File: src/rtl/stopwatch_pkg.sv
// Shared stopwatch definitions: FSM encodings and prescaler sizing helpers.
package stopwatch_pkg;

  localparam logic [1:0] ST_IDLE    = 2'd0;
  localparam logic [1:0] ST_RUNNING = 2'd1;
  localparam logic [1:0] ST_PAUSED  = 2'd2;
  localparam logic [1:0] ST_LAP     = 2'd3;

  function automatic int presc_width(input int clk_hz, input int tick_hz);
    int div;
    div = clk_hz / tick_hz;
    return (div > 1) ? $clog2(div) : 1;
  endfunction

  function automatic logic is_counting(input logic [1:0] st);
    return (st == ST_RUNNING) || (st == ST_LAP);
  endfunction

endpackage

File: src/rtl/button_debouncer.sv
// Raw button -> 2-flop synchronizer -> level debouncer -> one-cycle press on accepted rise.
// Press appears DEBOUNCE_CYCLES+2 cycles after the raw input is first sampled high.
module button_debouncer #(
  parameter int DEBOUNCE_CYCLES = 1_000_000
) (
  input  logic clk,
  input  logic rst_n,
  input  logic btn_i,
  output logic press_o
);

  localparam int CW = (DEBOUNCE_CYCLES > 1) ? $clog2(DEBOUNCE_CYCLES) : 1;
  localparam logic [CW-1:0] CNT_LAST = CW'(DEBOUNCE_CYCLES - 1);

  logic          sync1_q, sync2_q;
  logic [CW-1:0] cnt_q, cnt_d;
  logic          level_q, level_d;
  logic          level_prev_q;
  logic          blocked_q, blocked_d;
  logic          press_q;

  always_ff @(posedge clk) begin
    sync1_q <= btn_i;
    sync2_q <= sync1_q;
  end

  // After reset the button must be seen released before any press can be accepted.
  always_comb begin
    cnt_d     = cnt_q;
    level_d   = level_q;
    blocked_d = blocked_q;
    if (blocked_q) begin
      cnt_d = '0;
      if (!sync2_q) blocked_d = 1'b0;
    end else if (sync2_q == level_q) begin
      cnt_d = '0;
    end else if (cnt_q == CNT_LAST) begin
      cnt_d   = '0;
      level_d = sync2_q;
    end else begin
      cnt_d = cnt_q + 1'b1;
    end
  end

  always_ff @(posedge clk) begin
    if (!rst_n) begin
      cnt_q        <= '0;
      level_q      <= 1'b0;
      level_prev_q <= 1'b0;
      blocked_q    <= 1'b1;
      press_q      <= 1'b0;
    end else begin
      cnt_q        <= cnt_d;
      level_q      <= level_d;
      level_prev_q <= level_q;
      blocked_q    <= blocked_d;
      press_q      <= level_q & ~level_prev_q;
    end
  end

  assign press_o = press_q;

endmodule

File: src/rtl/stopwatch_control.sv
// Stopwatch controller: debounced start/stop and lap/reset buttons drive a 4-state FSM
// and a prescaler that emits a tick every CLK_HZ/TICK_HZ cycles while counting.
module stopwatch_control
  import stopwatch_pkg::*;
#(
  parameter int CLK_HZ          = 100_000_000,
  parameter int TICK_HZ         = 1,
  parameter int DEBOUNCE_CYCLES = 1_000_000
) (
  input  logic       clk,
  input  logic       rst_n,
  input  logic       btn_start_stop,
  input  logic       btn_lap_reset,
  output logic       tick,
  output logic       clear,
  output logic       running,
  output logic       lap_hold,
  output logic [1:0] state
);

  localparam int DIV = CLK_HZ / TICK_HZ;
  localparam int PW  = presc_width(CLK_HZ, TICK_HZ);
  localparam logic [PW-1:0] PRESC_LAST = PW'(DIV - 1);

  logic          ss_press, lr_press;
  logic [1:0]    state_q, state_d;
  logic [PW-1:0] presc_q, presc_d;
  logic          clear_q, clear_d;
  logic          running_q, lap_hold_q;
  logic          counting_now;
  logic          tick_w;

  button_debouncer #(.DEBOUNCE_CYCLES(DEBOUNCE_CYCLES)) u_db_start_stop (
    .clk    (clk),
    .rst_n  (rst_n),
    .btn_i  (btn_start_stop),
    .press_o(ss_press)
  );

  button_debouncer #(.DEBOUNCE_CYCLES(DEBOUNCE_CYCLES)) u_db_lap_reset (
    .clk    (clk),
    .rst_n  (rst_n),
    .btn_i  (btn_lap_reset),
    .press_o(lr_press)
  );

  // start_stop has priority; a simultaneous lap_reset press is dropped.
  always_comb begin
    state_d = state_q;
    clear_d = 1'b0;
    case (state_q)
      ST_IDLE: begin
        if (ss_press)      state_d = ST_RUNNING;
        else if (lr_press) clear_d = 1'b1;
      end
      ST_RUNNING: begin
        if (ss_press)      state_d = ST_PAUSED;
        else if (lr_press) state_d = ST_LAP;
      end
      ST_LAP: begin
        if (ss_press)      state_d = ST_PAUSED;
        else if (lr_press) state_d = ST_RUNNING;
      end
      ST_PAUSED: begin
        if (ss_press) begin
          state_d = ST_RUNNING;
        end else if (lr_press) begin
          state_d = ST_IDLE;
          clear_d = 1'b1;
        end
      end
      default: state_d = ST_IDLE;
    endcase
  end

  // Only count on cycles that stay in a counting state, so a pause freezes the
  // prescaler before it can tick and a resume continues from the frozen value.
  always_comb begin
    counting_now = is_counting(state_q) && is_counting(state_d);
    tick_w       = counting_now && (presc_q == PRESC_LAST);
    presc_d      = presc_q;
    if (state_d == ST_IDLE)  presc_d = '0;
    else if (tick_w)         presc_d = '0;
    else if (counting_now)   presc_d = presc_q + 1'b1;
  end

  always_ff @(posedge clk) begin
    if (!rst_n) begin
      state_q    <= ST_IDLE;
      presc_q    <= '0;
      clear_q    <= 1'b0;
      running_q  <= 1'b0;
      lap_hold_q <= 1'b0;
    end else begin
      state_q    <= state_d;
      presc_q    <= presc_d;
      clear_q    <= clear_d;
      running_q  <= is_counting(state_d);
      lap_hold_q <= (state_d == ST_LAP);
    end
  end

  assign tick     = tick_w;
  assign clear    = clear_q;
  assign running  = running_q;
  assign lap_hold = lap_hold_q;
  assign state    = state_q;

endmodule

File: config.mk
export PLATFORM = sky130hd
export DESIGN_NAME = stopwatch_control
export DESIGN_NICKNAME = d
export VERILOG_FILES = /design/src/rtl/stopwatch_pkg.sv /design/src/rtl/button_debouncer.sv /design/src/rtl/stopwatch_control.sv
export SDC_FILE = /design/constraint.sdc
export NUM_CORES = 1
export LEC_CHECK = 0
export CAP_MARGIN = 10
export CORE_ASPECT_RATIO = 0.9
export CORE_MARGIN = 2
export CORE_UTILIZATION = 51
export CTS_BUF_LIST = sky130_fd_sc_hd__clkbuf_16
export CTS_CLUSTER_DIAMETER = 80
export DETAILED_ROUTE_END_ITERATION = 6
export GPL_TIMING_DRIVEN = 0
export PLACE_DENSITY = 0.76
export SLEW_MARGIN = 20
export SYNTH_ARGS = -nofsm -noshare
export SYNTH_HDL_FRONTEND = slang
export SYNTH_SLANG_ARGS = --single-unit
File: constraint.sdc
create_clock -name clk -period 4.4 [get_ports clk]
set_input_delay 0.66 -clock clk [delete_from_list [all_inputs] [get_ports clk]]
set_output_delay 0.66 -clock clk [all_outputs]
set_load 0.05 [all_outputs]
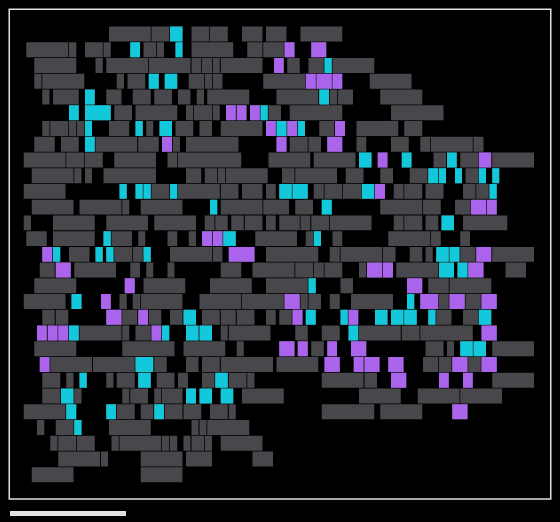
(run_1/gate_families.png)
Bar = 20 um.
- inverting AOI/OAI gates: purple (cells 60; most used o21ai_0)
- NAND gates: cyan (cells 77; most used nand2_1)
share of cell area taken by multi-input logic gates: 45.0%
post-route non-filler standard cell count: 529
most used logic cell in the final layout: sky130_fd_sc_hd__dfxtp_1

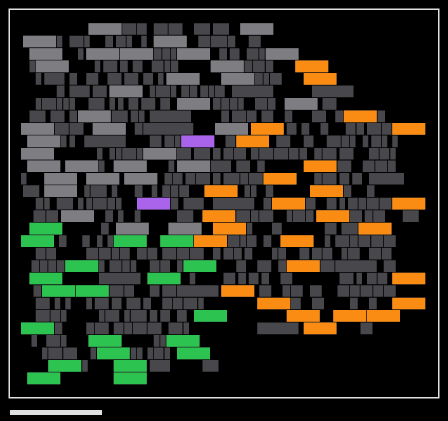
(run_1/registers.png)
Bar = 20 um. Other sequential cells in the stronger gray, the rest of the logic in the fainter gray.
- state: purple (placed flops 2)
- u_db_start_stop.cnt_q: green (placed flops 20)
- presc_q: orange (placed flops 27)
Sequential Area: 0.00166 mm2
fin util: 59.5%
sequential fraction of total cell area: 39.9%
power in sequential cells: 0.758 mW

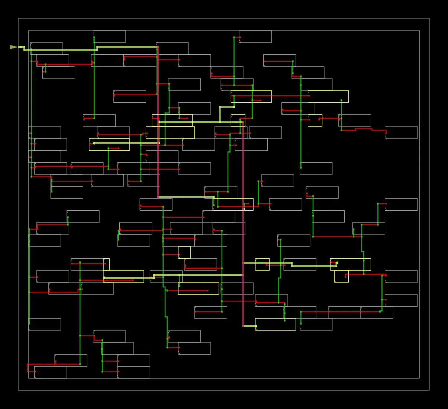
(run_1/final_clocks.png)
number of clock sinks: 83
power in the clock group: 0.755 mW
flip-flops: 83
number of buffers created by CTS: 9

-- run 1: layout by cell type, fill, tap and decap left out, types with 10 or more instances in the layout --
cell / instances
sky130_fd_sc_hd__o31ai_1: 10
sky130_fd_sc_hd__a21oi_1: 15
sky130_fd_sc_hd__dfxtp_1: 83
sky130_fd_sc_hd__nand3_1: 21
sky130_fd_sc_hd__nand4_1: 22
sky130_fd_sc_hd__a211oi_1: 13
sky130_fd_sc_hd__or4_1: 12
sky130_fd_sc_hd__clkbuf_1: 10
sky130_fd_sc_hd__nor3_1: 18
sky130_fd_sc_hd__xnor2_1: 15
sky130_fd_sc_hd__inv_1: 10
sky130_fd_sc_hd__o21ai_0: 19
sky130_fd_sc_hd__nor2_1: 34
sky130_fd_sc_hd__xor2_1: 22
sky130_fd_sc_hd__nand2_1: 29
sky130_fd_sc_hd__or3_1: 19
-- run 1: registers in the layout, indices dropped and copies added, names as in the netlist, 2 cells and up --
name                   count
u_db_start_stop.cnt_q     20
presc_q                   27
u_db_lap_reset.cnt_q      20
state                      2
-- run 1: per-layer routing --
metal	GRT usage (%)	wire length (um)
met5	0	0
met4	4.95	80
met3	5.66	247
met2	31.5	3460
met1	27.0	3470
-- run 1: worst paths after layout --
path                      startpoint                      end  slack, ns  cells past startpoint
min          u_db_start_stop.sync1_q  u_db_start_stop.sync2_q       0.33                      0
min reg2reg  u_db_start_stop.sync1_q  u_db_start_stop.sync2_q       0.33                      0
max                         state[0]                     tick       0.69                      6
max reg2reg                 state[0]               presc_q[7]       2.29                      6
-- run 1: report_power, final --
group / total (mW) / internal, mW / switching [mW]
Sequential: 0.758 / 0.755 / 0.00268
Clock: 0.755 / 0.443 / 0.312
Combinational: 0.0127 / 0.00474 / 0.00799
Total: 1.53 / 1.20 / 0.322
-- run 1: logic make-up (layout without fill, tap and decap cells) --
logic type	Yosys count	after routing	synth area share, %
XOR/XNOR	37	37	8.85
multiplexers	3	3	0.820
AND-OR/OR-AND	61	61	10.2
adder cells (fa/ha/maj)	3	3	1.03
flip-flops	83	83	45.4
AND/OR/NAND/NOR	195	195	30.1
buffers and inverters	30	54	3.59
-- run 1: final cells by class --
| cell class | count | area (um2) |
|---|---|---|
| tap | 93 | 116 |
| multi-input combinational | 299 | 1870 |
| timing repair buffer | 8 | 80.1 |
| inverter | 9 | 33.8 |
| clock inverter | 7 | 76.3 |
| fill | 623 | 2840 |
| sequential | 83 | 1660 |
| clock buffer | 9 | 225 |
| buffer | 21 | 97.6 |
==> results.txt, run 1 <==
run metrics: detailed-route vias per instance=5.69, root buffer selected by CTS=sky130_fd_sc_hd__clkbuf_16, Remaining DRCs=0, OpenROAD warnings=26, number of iterations in the first detailed-routing pass=4, required time of the critical path=3.74 ns, cell seen most often among critical-path stages=sky130_fd_sc_hd__buf_2, maximum VDD drop=247 uV, fraction of the cycle the final worst path needs=84.4%, post-CTS setup buffer count=0, Period minus WS final=3.71 ns, Placed Instance Area=0.00386 mm2, status=complete, no violations, worst hold slack=0.330 ns, power density relative to cell area=366 mW/mm2, chip area=0.00788 mm2, count of cells resized by post-cts repair=0, Diodes inserted=0, largest net degree at the start of global routing=16, clock tree from TritonCTS=yes, cell chain of the critical path=buf_2 -> nand3b_1 -> or3_1 -> nor4_4 -> buf_2 -> clkdlybuf4s50_1, total congestion overflow=0, deepest clock path buffer count=2, category of the worst setup path capture point=output port, Final setup viols=0, flip-flops with a built-in enable=0, yosys synthesis warning count=0, post-route cell area=0.00417 mm2, sequential cell area fraction in the yosys report=45.4%, HPWL after detailed placement=4890 um, Skew-Pair Late Insertion Delay=0.33 ns, element type at the critical path start=register, headroom to the max-slew limit=50.1%, vias in the first global route=2805, pre-CTS WS=1.07 ns, final-stage net count=438, total number of vias=3009, CP Data Arrival Time=3.05 ns, most area-consuming cells after synthesis=sky130_fd_sc_hd__dfxtp_1, sky130_fd_sc_hd__xor2_1, sky130_fd_sc_hd__nand4_1, cell at the slowest stage of the critical path=sky130_fd_sc_hd__clkdlybuf4s50_1, post-synthesis to final-layout area growth=13.7%, Clk pin slew, worst setup/hold paths=0.06 ns, Gate Count Post-Synth=412, cell count after placement=513, cell class contributing the biggest share of worst-path delay=buffers and inverters, Core Rows=29, highest net fanout along the worst path=10, post-route clock skew=0.00656 ns, first-pass GRT wire length=12800 um, sum of internal, switching and leakage power=1.53 mW
==> run_1/metal_stack.png <==
Two of the layers only.
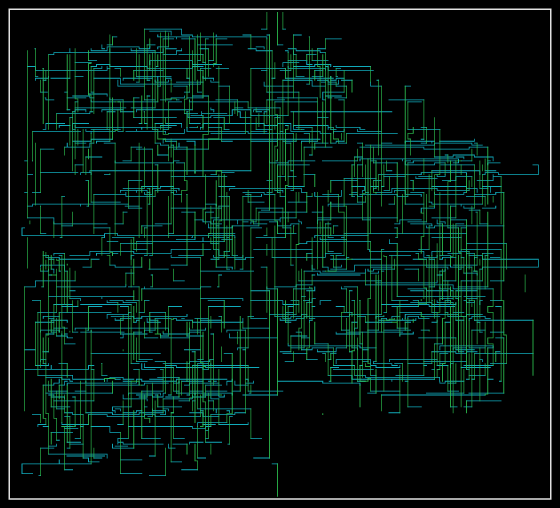

==> run 1 -> run 2 <==
- PLACE_DENSITY: 0.76 -> 0.78
- clock period: 4.4 -> 3.4 ns (I/O delays scaled with it)
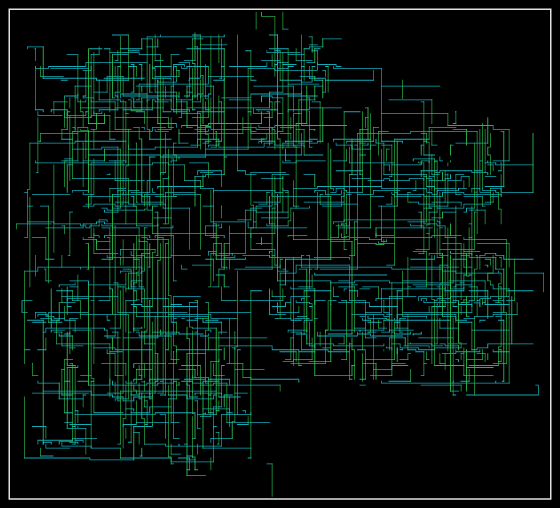
(run_2/metal_stack.png)
Two of the layers only.
- met1: cyan (wire length 3410 um)
- met2: green (wire length 3660 um)
final routed wire length divided by cell count: 14.1 um
total number of vias: 3086
sum of routed wire length over all layers: 7440 um

==> results.txt, run 2 <==
run metrics: status=complete, no violations (unchanged), post-synthesis to final-layout area growth=13.1% (was 13.7%), final-stage net count=438 (unchanged), vias in the first global route=2972 (was 2805), largest registers=presc_q (27), u_db_lap_reset.cnt_q (20), u_db_start_stop.cnt_q (20) (unchanged), element type at the critical path start=register (unchanged), Net Sw Frac=22.5% (was 21.1%), worst hold slack=0.328 ns (was 0.330 ns), fraction of the cycle the final worst path needs=88.8%, Placed Instance Area=0.00386 mm2 (unchanged), Reg2Reg Depth=6 (unchanged), clock network power share=48.1% (was 49.5%), Final setup viols=0 (unchanged), largest net degree at the start of global routing=17 (was 16), number of buffers created by CTS=9 (unchanged), Worst Setup SP=presc_q[0] (was state[0]), flip-flops with a built-in enable=0 (unchanged), Skew-Pair Late Insertion Delay=0.34 ns (was 0.33 ns), root buffer selected by CTS=sky130_fd_sc_hd__clkbuf_16 (unchanged), clock tree from TritonCTS=yes (unchanged), maximum VDD drop=318 uV (was 247 uV), Logic pwr share=0.9% (was 0.8%), total congestion overflow=0 (unchanged), post-CTS setup buffer count=0 (unchanged), Synth Area in Adders=1.02% (unchanged), post-route clock skew=0.00667 ns (was 0.00656 ns), highest net fanout along the worst path=10 (unchanged), detailed-route vias per instance=5.83 (was 5.69), Period minus WS final=3.02 ns, Diodes inserted=0 (unchanged), most area-consuming cells after synthesis=sky130_fd_sc_hd__dfxtp_1, sky130_fd_sc_hd__xor2_1, sky130_fd_sc_hd__nand4_1 (unchanged), yosys synthesis warning count=0 (unchanged), total net switching power=0.431 mW (was 0.322 mW), first-pass GRT wire length=13000 um (was 12800 um), category of the worst setup path capture point=output port (unchanged), number of flip-flops under the largest register name=27 (unchanged), Synth mux share=0.820% (unchanged), Reg2Reg Setup Slack=1.31 ns (was 2.29 ns), headroom to the max-slew limit=52.6% (was 50.1%), power density relative to cell area=464 mW/mm2 (was 366 mW/mm2), required time of the critical path=2.89 ns (was 3.74 ns), pre-CTS WS=0.214 ns (was 1.07 ns), post-route cell area=0.00414 mm2 (was 0.00417 mm2), simple-gate share of the synthesized area=30.1% (unchanged), largest non-sequential cell family by area=simple AND/OR/NAND/NOR gates (unchanged), CP endpoint=tick (unchanged), Post-Synth XOR/XNOR Area=8.85% (unchanged), CP Data Arrival Time=2.51 ns (was 3.05 ns), cell at the slowest stage of the critical path=sky130_fd_sc_hd__or3_1 (was sky130_fd_sc_hd__clkdlybuf4s50_1), Pint=1.49 mW (was 1.20 mW)
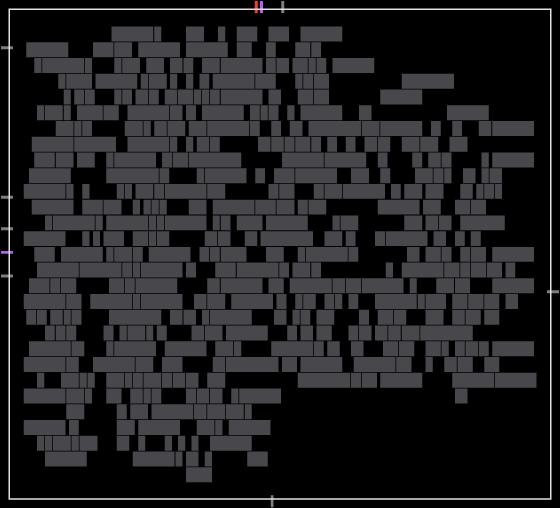
(run_2/pins.png)
Pins as bars across the die edge, other pins in gray.
- running: red (pins 1; direction output; edge top)
- state: purple (pins 2; direction output; edge 1 top, 1 left)
- all pins by edge: 5 left, 3 top, 1 bottom, 1 right
horizontal die dimension: 93.3 um
Die Span Y: 84.4 um
count of input and output buffers: 8

==> run 2: cell counts after synthesis <==
No cell type changed its count.
==> run 2: power groups by stage <==
stage	clock network (mW)	registers, mW	logic [mW]
6_report	0.924	0.981	0.0165
5_1_grt	0.982	0.981	0.0187
4_1_cts	0.941	0.981	0.0164
3_5_place_dp	0	1.00	0.0163
3_3_place_gp	0	1.00	0.0159
2_1_floorplan	0	1.00	0.0108
==> run 2: area by class of cell <==
type | count | area (um2)
Inverter | 9 | 33.8
Buffer | 21 | 97.6
Sequential cell | 83 | 1660
Clock buffer | 9 | 225
Tap cell | 93 | 116
Multi-Input combinational cell | 299 | 1870
Fill cell | 604 | 2860
Timing Repair Buffer | 8 | 75.1
Clock inverter | 7 | 56.3
==> run 2: how the worst min path moves through the flow <==
stage	startpoint	end	slack (ns)
final	u_db_start_stop.sync1_q	u_db_start_stop.sync2_q	0.33
after global routing	u_db_start_stop.sync1_q	u_db_start_stop.sync2_q	0.33
after CTS	u_db_start_stop.sync1_q	u_db_start_stop.sync2_q	0.33
after detailed placement	u_db_start_stop.sync1_q	u_db_start_stop.sync2_q	0.31
after global placement	u_db_lap_reset.sync1_q	u_db_lap_reset.sync2_q	0.31
after floorplan	u_db_lap_reset.sync1_q	u_db_lap_reset.sync2_q	0.31
==> run 2: timing repair <==
item	4_1_cts	5_1_grt
gates cloned	0	0
endpoints found under the setup margin	1	1
gates resized	1	2
==> run 2: metrics by stage <==
step / utilization [%] / std cells
after floorplan: - / 412
after global placement: 55.1 / 513
after detailed placement: 55.1 / 513
after CTS: 59.1 / 529
after global routing: 59.1 / 529
final: 59.1 / 529
==> run 2: kinds of logic (layout without fill, tap and decap cells) <==
| group | after synthesis | after routing |
|---|---|---|
| multiplexers | 3 | 3 |
| adder cells (fa/ha/maj) | 3 | 3 |
| AND-OR/OR-AND | 61 | 61 |
| buffers and inverters | 30 | 54 |
| XOR/XNOR | 37 | 37 |
| flip-flops | 83 | 83 |
| AND/OR/NAND/NOR | 195 | 195 |
==> run 2: per-layer routing <==
metal	vias to the layer above	wire length [um]	global-route usage (%)	share of wire, %
met2	49	3660	35.2	49
met1	1474	3410	24.5	46
met3	10	263	5.75	3.5
li1	1553	-	-	-
met5	-	0	0	0
met4	0	98	7.35	1.3
==> run_2/registers.png <==
Bar = 20 um. Other sequential cells in the stronger gray, the rest of the logic in the fainter gray.
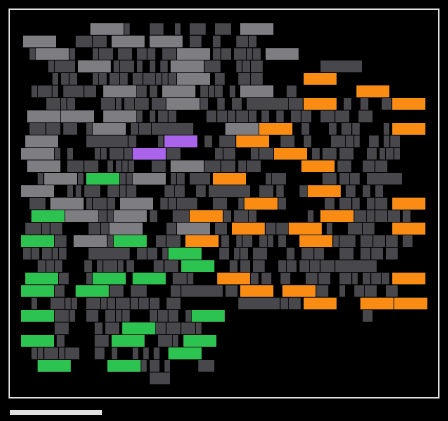

==> run 2 -> run 3 <==
- SYNTH_HIERARCHICAL: unset -> 1
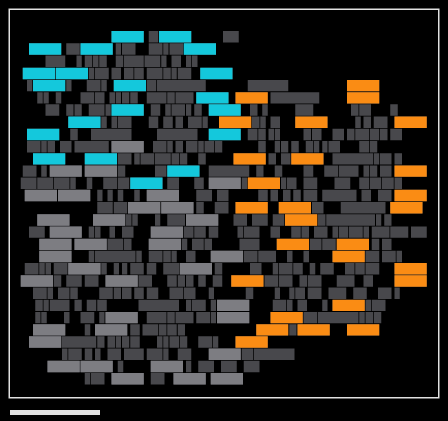
(run_3/registers.png)
Bar = 20 um. Other sequential cells in the stronger gray, the rest of the logic in the fainter gray.
- presc_q: orange (placed flops 27)
- u_db_start_stop/cnt_q: cyan (placed flops 20)
- not colored: 36
sequential fraction of total cell area: 38.0%
power in sequential cells: 0.981 mW
fin util: 61.2%

==> results.txt, run 3 <==
run metrics: status=complete, no violations (unchanged), worst hold slack=0.327 ns (was 0.328 ns), Reg with most FFs=presc_q (unchanged), Reg2Reg Depth=5 (was 6), Clk pin slew, worst setup/hold paths=0.06 ns (was 0.07 ns), number of buffers created by CTS=9 (unchanged), Remaining DRCs=0 (unchanged), Period minus WS final=3.02 ns (about the same), fill count=605 (was 604), element type at the critical path start=register (unchanged), cell count after placement=521 (was 513), Reg2Reg Setup Slack=1.33 ns (was 1.31 ns), sum of internal, switching and leakage power=2.10 mW (was 1.92 mW), post-route clock skew=0.00725 ns (was 0.00667 ns), headroom to the max-slew limit=59.7% (was 52.6%), root buffer selected by CTS=sky130_fd_sc_hd__clkbuf_16 (unchanged), Final setup viols=0 (unchanged), largest registers=presc_q (27), u_db_lap_reset/cnt_q (20), u_db_start_stop/cnt_q (20) (was presc_q (27), u_db_lap_reset.cnt_q (20), u_db_start_stop.cnt_q (20)), sum of routed wire length over all layers=7270 um (was 7440 um), cell chain of the critical path=nor4b_1 -> nand4_1 -> nor4_1 -> clkdlybuf4s50_1 (was ha_1 -> nand3b_1 -> or3_1 -> nor4_4 -> buf_2 -> clkbuf_2), CP Data Arrival Time=2.51 ns (about the same), post-synthesis to final-layout area growth=14.3% (was 13.1%), Worst Setup SP=presc_q[17] (was presc_q[0])
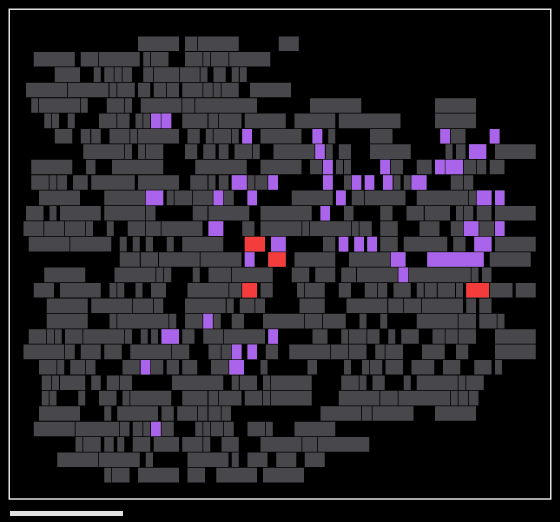
(run_3/gate_families.png)
Bar = 20 um.
- AND-OR and OR-AND gates: red (cells 4; where middle)
- inverting AOI/OAI gates: purple (cells 46; most used a21oi_1)
share of cell area taken by multi-input logic gates: 46.5%
post-route non-filler standard cell count: 537

## run 3: area by class of cell
cell class	instances	area [um2]	area share [%]
multi-input combinational	313	2040	46.5
sequential	83	1660	38.0
clock buffer	9	225	5.14
clock inverter	7	116	2.66
tap	93	116	2.66
timing repair buffer	9	90.1	2.06
buffer	11	87.6	2.00
inverter	12	45.0	1.03
## run 3: worst min-delay path by stage
| stage | start | endpoint | cells after the start |
|---|---|---|---|
| floorplan | u_db_lap_reset/sync1_q | u_db_lap_reset/sync2_q | 0 |
| global placement | u_db_lap_reset/sync1_q | u_db_lap_reset/sync2_q | 0 |
| detailed placement | u_db_start_stop/sync1_q | u_db_start_stop/sync2_q | 0 |
| CTS | u_db_start_stop/sync1_q | u_db_start_stop/sync2_q | 0 |
| global route | u_db_start_stop/sync1_q | u_db_start_stop/sync2_q | 0 |
| finish | u_db_start_stop/sync1_q | u_db_start_stop/sync2_q | 0 |
## run 3: logic make-up (layout without fill, tap and decap cells)
group	Yosys count	after routing	share of synthesized area [%]
AOI/OAI and AO/OA	50	50	8.59
DFF	83	83	43.4
muxes	5	5	1.31
xor gates and xnor gates	42	42	9.60
and+or+nand+nor	213	213	32.7
buffers and inverters	23	48	3.46
adders and majority gates	3	3	0.980
## run 3: critical path: cells and delay by family (launching register included)
kind	cells	cell delay, ns
simple gates	3	0.97
flops	1	0.36
buf+inv	1	0.85
## run 3: power by group
group	total [mW]	switching, mW	internal [mW]	leakage (nW)
Combinational	0.0168	0.00966	0.00711	0.595
Sequential	0.981	0.00387	0.978	0.671
Clock	1.10	0.387	0.716	0.167
Total	2.10	0.401	1.70	1.43
## run 3: routing by layer
metal  part of all wire [%]  track usage, %  vias to the layer above  wire length, um
li1                       -               -                     1562                -
met2                     47            30.0                       49             3410
met3                    3.6            5.65                       10              262
met4                    1.2            6.85                        0               84
met1                     48            25.7                     1414             3510
met5                      0               0                        -                0
## run 3: per-stage QoR
stage	area, um2	util (%)	setup WS (ns)
floorplan	3830	-	0.148
global placement	4040	56.5	0.846
detailed placement	4040	56.5	0.813
CTS	4380	61.2	0.377
global route	4380	61.2	0.201
finish	4380	61.2	0.376
Power and IR drop assume default switching activity.
